Fig. 1: run 1, clock wiring as the flow saved it
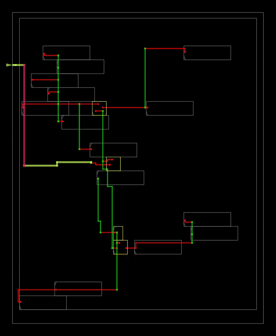
Fig. 2: run 1, gate-type map
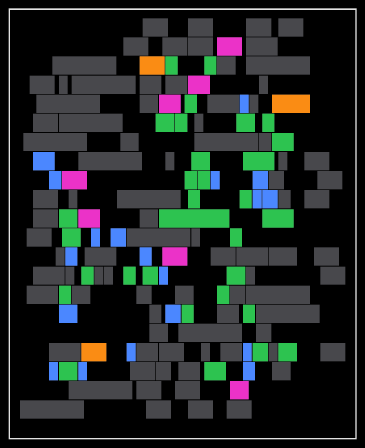
Fig. 3: run 1, floorplan with the power grid
Pins as bars on the die edge.
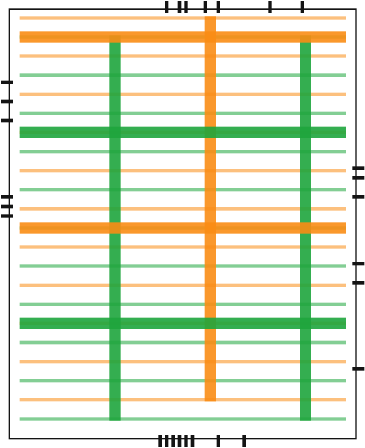
==> src/rtl/bcd_run_ctrl.sv <==
// Run controller for a two-digit BCD counter (00-99): START/STOP/CLR command FSM,
// prescaled count tick, cascaded digit enables, wrap or one-shot stop at a BCD target.
module bcd_run_ctrl #(
  parameter int unsigned DIV = 4
) (
  input  logic       CLK,
  input  logic       RST,
  input  logic       START,
  input  logic       STOP,
  input  logic       CLR,
  input  logic       MODE,
  input  logic [7:0] TARGET,
  output logic       EN_ONES,
  output logic       EN_TENS,
  output logic [7:0] DOUT,
  output logic       COUT,
  output logic       DONE,
  output logic       BUSY
);

  localparam int unsigned PW = (DIV > 1) ? $clog2(DIV) : 1;
  localparam logic [PW-1:0] PRE_LAST = PW'(DIV - 1);
  localparam logic [3:0] NINE = 4'd9;

  typedef enum logic [1:0] {IDLE, RUN, PAUSE, HOLD} state_t;

  state_t        state, state_n;
  logic [PW-1:0] pre, pre_n;
  logic [3:0]    ones, tens, ones_n, tens_n;
  logic [3:0]    inc_ones, inc_tens;
  logic          cout_n, done_n, busy_n;
  logic          tick, wrap, target_hit;

  // A tick is suppressed by any STOP/CLR in the same cycle
  assign tick    = (state == RUN) && (pre == PRE_LAST) && !STOP && !CLR;
  assign EN_ONES = tick;
  assign EN_TENS = tick && (ones == NINE);
  assign DOUT    = {tens, ones};

  // Post-tick BCD value; digits never exceed 9, so a malformed TARGET cannot match
  always_comb begin
    inc_ones = ones + 4'd1;
    inc_tens = tens;
    wrap     = 1'b0;
    if (ones == NINE) begin
      inc_ones = 4'd0;
      if (tens == NINE) begin
        inc_tens = 4'd0;
        wrap     = 1'b1;
      end else begin
        inc_tens = tens + 4'd1;
      end
    end
    target_hit = ({inc_tens, inc_ones} == TARGET);
  end

  // Next-state and datapath update
  always_comb begin
    state_n = state;
    pre_n   = pre;
    ones_n  = ones;
    tens_n  = tens;
    cout_n  = 1'b0;
    done_n  = 1'b0;
    if (CLR) begin
      state_n = IDLE;
      pre_n   = '0;
      ones_n  = 4'd0;
      tens_n  = 4'd0;
    end else begin
      case (state)
        IDLE: begin
          if (START) begin
            state_n = RUN;
            pre_n   = '0;
          end
        end
        RUN: begin
          if (STOP) begin
            state_n = PAUSE;
          end else if (tick) begin
            pre_n  = '0;
            ones_n = inc_ones;
            tens_n = inc_tens;
            cout_n = wrap;
            if (MODE && target_hit) begin
              done_n  = 1'b1;
              state_n = HOLD;
            end
          end else begin
            pre_n = pre + PW'(1);
          end
        end
        PAUSE: begin
          if (START) state_n = RUN;
        end
        HOLD: begin
          if (START) begin
            state_n = RUN;
            pre_n   = '0;
            ones_n  = 4'd0;
            tens_n  = 4'd0;
          end
        end
        default: state_n = IDLE;
      endcase
    end
    busy_n = (state_n == RUN);
  end

  always_ff @(posedge CLK or posedge RST) begin
    if (RST) begin
      state <= IDLE;
      pre   <= '0;
      ones  <= 4'd0;
      tens  <= 4'd0;
      COUT  <= 1'b0;
      DONE  <= 1'b0;
      BUSY  <= 1'b0;
    end else begin
      state <= state_n;
      pre   <= pre_n;
      ones  <= ones_n;
      tens  <= tens_n;
      COUT  <= cout_n;
      DONE  <= done_n;
      BUSY  <= busy_n;
    end
  end

endmodule

==> config.mk <==
export PLATFORM = sky130hd
export DESIGN_NAME = bcd_run_ctrl
export DESIGN_NICKNAME = d
export VERILOG_FILES = /design/src/rtl/bcd_run_ctrl.sv
export SDC_FILE = /design/constraint.sdc
export NUM_CORES = 1
export LEC_CHECK = 0
export CORE_ASPECT_RATIO = 1.25
export CORE_MARGIN = 1
export CORE_UTILIZATION = 40
export DETAILED_ROUTE_END_ITERATION = 8
export PLACE_DENSITY = 0.63
export SLEW_MARGIN = 20
export SYNTH_ARGS = -nofsm -noshare
export SYNTH_HDL_FRONTEND = slang
export SYNTH_SLANG_ARGS = --single-unit
export TNS_END_PERCENT = 50
==> constraint.sdc <==
create_clock -name CLK -period 6.35 [get_ports CLK]
set_clock_uncertainty 0.05 [all_clocks]
set_input_delay 0.635 -clock CLK [delete_from_list [all_inputs] [get_ports CLK]]
set_output_delay 0.635 -clock CLK [all_outputs]
set_load 0.01 [all_outputs]
==> out/metrics.csv, run 1 <==
stage;metric;value;unit
status;run status;finished clean;
logic_synthesis;yosys simple share;20.8;%
critical_path;nature of the critical path endpoint;output port;
cts;post-CTS clock slew at the launch and capture registers of the worst setup and hold paths;0.09;ns
placed_design;placed cell area;1380;µm²
sta;share of the cycle needed by the critical path after routing;44.6;%
sta;Least-Margin Pin Slew;0.599;ns
die;number of I/O pins;27;
global_route;global-route wire length before repair;4350;µm
layout;final cell utilization of the core;53.1;%
logic_synthesis;Synth async-reset ratio;100;%
critical_path;critical path endpoint;EN_TENS;
logic_synthesis;cell type with the largest total area after synthesis;sky130_fd_sc_hd__dfrtp_1;
layout;post-synthesis to final-layout area growth;26.7;%
layout;non-clock buffer contribution to total cell area;18.5;%
placed_design;Routability Congestion;0.731;
logic_synthesis;aoi/oai-family share of the synthesized area;25.8;%
critical_path;maximum single-stage delay on the critical path;0.58;ns
power;sw frac;30.7;%
logic_synthesis;top cells, area;sky130_fd_sc_hd__dfrtp_1, sky130_fd_sc_hd__ha_1, sky130_fd_sc_hd__o21ai_0;
layout;clock buffer and inverter area fraction after layout;1.95;%
detailed_routing;final antenna-violating net count;0;
cts;count of H-tree levels built during CTS;1;
detailed_routing;remaining routing DRC violations;0;
cts;# resized after CTS;0;
detailed_routing;overall routed net length;2520;µm
power;clock power share;25.7;%
critical_path;R2R cell count;7;
critical_path;Worst path top cell family by delay;buffers and inverters;
global_route;number of global-route vias before repair;989;
die;FP Core Util;41.9;%
critical_path;required time worst endpoint;5.66;ns
logic_synthesis;mux frac, synth;3.15;%
layout;tally of non-filler cells in the final layout;180;
layout;number of diodes;0;
global_route;global routing usage on met3;1.75;%
critical_path;crit path kind;primary input to output port;
detailed_routing;Met3 Wirelength;63;µm
logic_synthesis;Yosys chip area;1110;µm²
logic_synthesis;number of distinct library cell variants in the gate-level netlist after synthesis;45;
global_route;overall fraction of global-route tracks in use;19.4;%
detailed_routing;detail-routed net length per standard cell;14.0;µm
critical_path;Critical Path Slowest Stage Cell;sky130_fd_sc_hd__clkdlybuf4s50_1;
layout;count of inverters not on the clock network in the layout;6;
worst_hold_path;class of the tightest hold or removal check;register to register;
critical_path;Worst R2R Setup Slack;3.88;ns
die;tap cell count;34;
logic_synthesis;area of the mapped netlist;1110;µm²
global_route;maximum number of pins on one net before global-route repair;16;
logic_synthesis;top-count cell post-synth;sky130_fd_sc_hd__dfrtp_1;
critical_path;highest fanout seen on the critical path;5;
placed_design;DP Cell Count;176;
global_route;met1 Usage GRT;23.1;%
layout;area occupied by registers;375;µm²
logic_synthesis;count of warnings emitted by yosys;0;
logic_synthesis;number of cells in Yosys stat;122;
sta;unrepaired setup endpoints after global routing;false;
sta;post-layout minimum cycle time;2.83;ns
placed_design;Worst Setup Slack post-DPL;3.52;ns
detailed_routing;wl on met1;1120;µm
placed_design;dpl hpwl;1940;µm
Notes on Fig. 1 above:
number of buffers added by the clock tree synthesis step: 3
clk latency late pin: 0.29 ns
TritonCTS Sinks: 15
Clk power: 55.7 µW
clock buffer count: 3

Notes on Fig. 2 above:
| color | family | cells |
|---|---|---|
| green | inverting AOI/OAI gates | 31 |
| blue | NOR gates | 19 |
| magenta | AND-OR and OR-AND gates | 7 |
| orange | multiplexers | 3 |

Notes on Fig. 3 above:
| color | net |
|---|---|
| orange | VDD |
| green | VSS |
met4 straps: 3
signal pins: 27
rows: 21
met5 straps: 4
met1 rails: 22

-- run 1: cells in the final DEF, fill, tap and decap left out, types with 2 or more instances in the layout --
master                            synthesis  routed
sky130_fd_sc_hd__a22o_1                   2       2
sky130_fd_sc_hd__nand3b_1                 3       3
sky130_fd_sc_hd__nor2_1                   9       9
sky130_fd_sc_hd__dfrtp_1                 15      15
sky130_fd_sc_hd__ha_1                     6       6
sky130_fd_sc_hd__nand2b_1                 2       2
sky130_fd_sc_hd__o22ai_1                  2       2
sky130_fd_sc_hd__nand2_1                  9       9
sky130_fd_sc_hd__nor3_1                   4       4
sky130_fd_sc_hd__o31ai_1                  4       4
sky130_fd_sc_hd__clkdlybuf4s50_1          0      26
sky130_fd_sc_hd__a21oi_1                  7       7
sky130_fd_sc_hd__o21ai_0                  9       9
sky130_fd_sc_hd__nor2b_1                  2       2
sky130_fd_sc_hd__nor4_1                   2       2
sky130_fd_sc_hd__mux2i_1                  2       2
sky130_fd_sc_hd__xnor2_1                  3       3
sky130_fd_sc_hd__nand3_1                  2       2
sky130_fd_sc_hd__a22oi_1                  2       2
sky130_fd_sc_hd__clkbuf_4                 0       3
sky130_fd_sc_hd__inv_1                    6       6
sky130_fd_sc_hd__xor2_1                   3       3
-- run 1: logic make-up (layout without fill, tap and decap cells) --
| family | count (synthesis) | in the layout |
|---|---|---|
| flops | 15 | 15 |
| xor+xnor | 6 | 6 |
| mux | 3 | 3 |
| fa+ha+maj | 6 | 6 |
| buf+inv | 12 | 36 |
| compound gates | 38 | 38 |
| simple gates | 42 | 42 |
-- run 1: flip-flops by register name, indices dropped and copies added (netlist names) --
name,flops
ones,4
pre,2
DONE,1
state,2
BUSY,1
COUT,1
tens,4
Fig. 4: run 1, register map, names as in the netlist
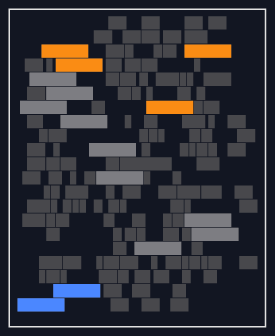

## Run 2: what changed since run 1
--- a/config.mk
+++ b/config.mk
@@ -9,7 +9,7 @@
 export CORE_MARGIN = 1
 export CORE_UTILIZATION = 40
 export DETAILED_ROUTE_END_ITERATION = 8
-export PLACE_DENSITY = 0.63
+export PLACE_DENSITY = 0.65
 export SLEW_MARGIN = 20
 export SYNTH_ARGS = -nofsm -noshare
 export SYNTH_HDL_FRONTEND = slang
==> constraint.sdc (replaced) <==
create_clock -name CLK -period 2.4 [get_ports CLK]
set_clock_uncertainty 0.05 [all_clocks]
set_input_delay 0.24 -clock CLK [delete_from_list [all_inputs] [get_ports CLK]]
set_output_delay 0.24 -clock CLK [all_outputs]
set_load 0.01 [all_outputs]
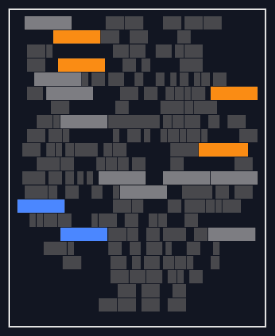
Fig. 5. Register map, names as in the netlist (run 2).
| color | signal | placed flops |
|---|---|---|
| blue | pre | 2 |
| orange | tens | 4 |

==> run 2 against run 1 <==
Final cell count increased by 5.6%. Utilization increased by 3.1 points. Die area unchanged. Critical path depth increased by 3. Sequential cell count unchanged. Synthesized cell count unchanged. Combinational power increased to 3.0 times the previous value. Critical endpoint is now BUSY.
==> out/metrics.csv, run 2 <==
stage;metric;value;unit
critical_path;Critical Path Slowest Stage Cell;sky130_fd_sc_hd__dfrtp_1;
logic_synthesis;cell type with the largest total area after synthesis;sky130_fd_sc_hd__dfrtp_1;
detailed_routing;overall routed net length;2590;µm
cts;clk latency late pin;0.28;ns
critical_path;nature of the critical path endpoint;register;
layout;commonest non-fill, non-tap cells in the layout;sky130_fd_sc_hd__clkdlybuf4s50_1, sky130_fd_sc_hd__dfrtp_1, sky130_fd_sc_hd__buf_4;
layout;tally of non-filler cells in the final layout;190;
cts;number of buffers added by the clock tree synthesis step;3;
placed_design;Worst Setup Slack post-DPL;0.0506;ns
power;sw frac;30.1;%
critical_path;Worst path top cell family by delay;AND-OR/OR-AND gates;
logic_synthesis;mux frac, synth;3.15;%
sta;Least-Margin Pin Slew;0.557;ns
logic_synthesis;area of the mapped netlist;1110;µm²
critical_path;maximum single-stage delay on the critical path;0.39;ns
cts;post-CTS clock slew at the launch and capture registers of the worst setup and hold paths;0.09;ns
placed_design;DP Cell Count;185;
cts;# resized after CTS;0;
placed_design;dpl hpwl;2050;µm
status;run status;finished clean;
cts;TritonCTS Sinks;15;
global_route;overall fraction of global-route tracks in use;19.3;%
logic_synthesis;Synth async-reset ratio;100;%
power;clock power share;25.1;%
logic_synthesis;number of cells in Yosys stat;122;
global_route;global-route wire length before repair;4390;µm
global_route;maximum number of pins on one net before global-route repair;16;
placed_design;Routability Congestion;0.897;
logic_synthesis;aoi/oai-family share of the synthesized area;25.8;%
logic_synthesis;count of warnings emitted by yosys;0;
critical_path;required time worst endpoint;2.57;ns
layout;top logic cell by instance count in the layout;sky130_fd_sc_hd__clkdlybuf4s50_1;
sta;unrepaired setup endpoints after global routing;true;
detailed_routing;detail-routed net length per standard cell;13.6;µm
logic_synthesis;Yosys chip area;1110;µm²
layout;final cell utilization of the core;56.2;%
detailed_routing;remaining routing DRC violations;0;
layout;number of diodes;0;
logic_synthesis;number of distinct library cell variants in the gate-level netlist after synthesis;45;
layout;Largest regs;ones (4), tens (4);
global_route;number of global-route vias before repair;969;
die;number of I/O pins;27;
logic_synthesis;top cells, area;sky130_fd_sc_hd__dfrtp_1, sky130_fd_sc_hd__ha_1, sky130_fd_sc_hd__o21ai_0;
worst_hold_path;class of the tightest hold or removal check;primary input to asynchronous set/reset pin;
run 2: cell count changes in the layout (fill, tap and decap cells not counted):
cell / before / now
sky130_fd_sc_hd__buf_4: 0 / 10
sky130_fd_sc_hd__and4bb_1: 1 / 0
sky130_fd_sc_hd__and4bb_4: 0 / 1
sky130_fd_sc_hd__clkbuf_1: 0 / 1
sky130_fd_sc_hd__clkdlybuf4s50_1: 26 / 25
sky130_fd_sc_hd__clkinv_2: 1 / 0
sky130_fd_sc_hd__dfrtp_1: 15 / 14
sky130_fd_sc_hd__dfrtp_2: 0 / 1
sky130_fd_sc_hd__dlymetal6s2s_1: 0 / 1
run 2: power by group through the flow:
stage | registers (mW) | logic (mW) | clock network, mW
2_1_floorplan | 0.284 | 0.0901 | 0
3_3_place_gp | 0.282 | 0.155 | 0
3_5_place_dp | 0.283 | 0.159 | 0
4_1_cts | 0.278 | 0.160 | 0.150
5_1_grt | 0.280 | 0.176 | 0.163
6_report | 0.278 | 0.158 | 0.146
run 2: layer usage:
metal  part of all wire (%)  routed length (µm)
met1                     43                1120
met4                      0                   0
met5                      0                   0
met3                    3.6                  93
met2                     53                1380
run 2: worst paths after layout:
path,endpoint,slack [ns],cells past startpoint
max,BUSY,0.12,7
min,pre[1],0.25,2
max reg2reg,BUSY,0.12,7
min reg2reg,pre[1],0.50,2
max in group asynchronous,tens[1],1.66,2
min in group CLK,pre[1],0.50,2
run 2: layout make-up:
type	instances	area [µm²]	area share, %
clock buffer	4	26.3	1.76
inverter	6	22.5	1.51
multi-input combinational	95	684	45.9
sequential	15	377	25.3
tap	34	42.5	2.85
timing repair buffer	36	338	22.7
Power figures rest on the tool's default switching activity, not on a simulated workload.
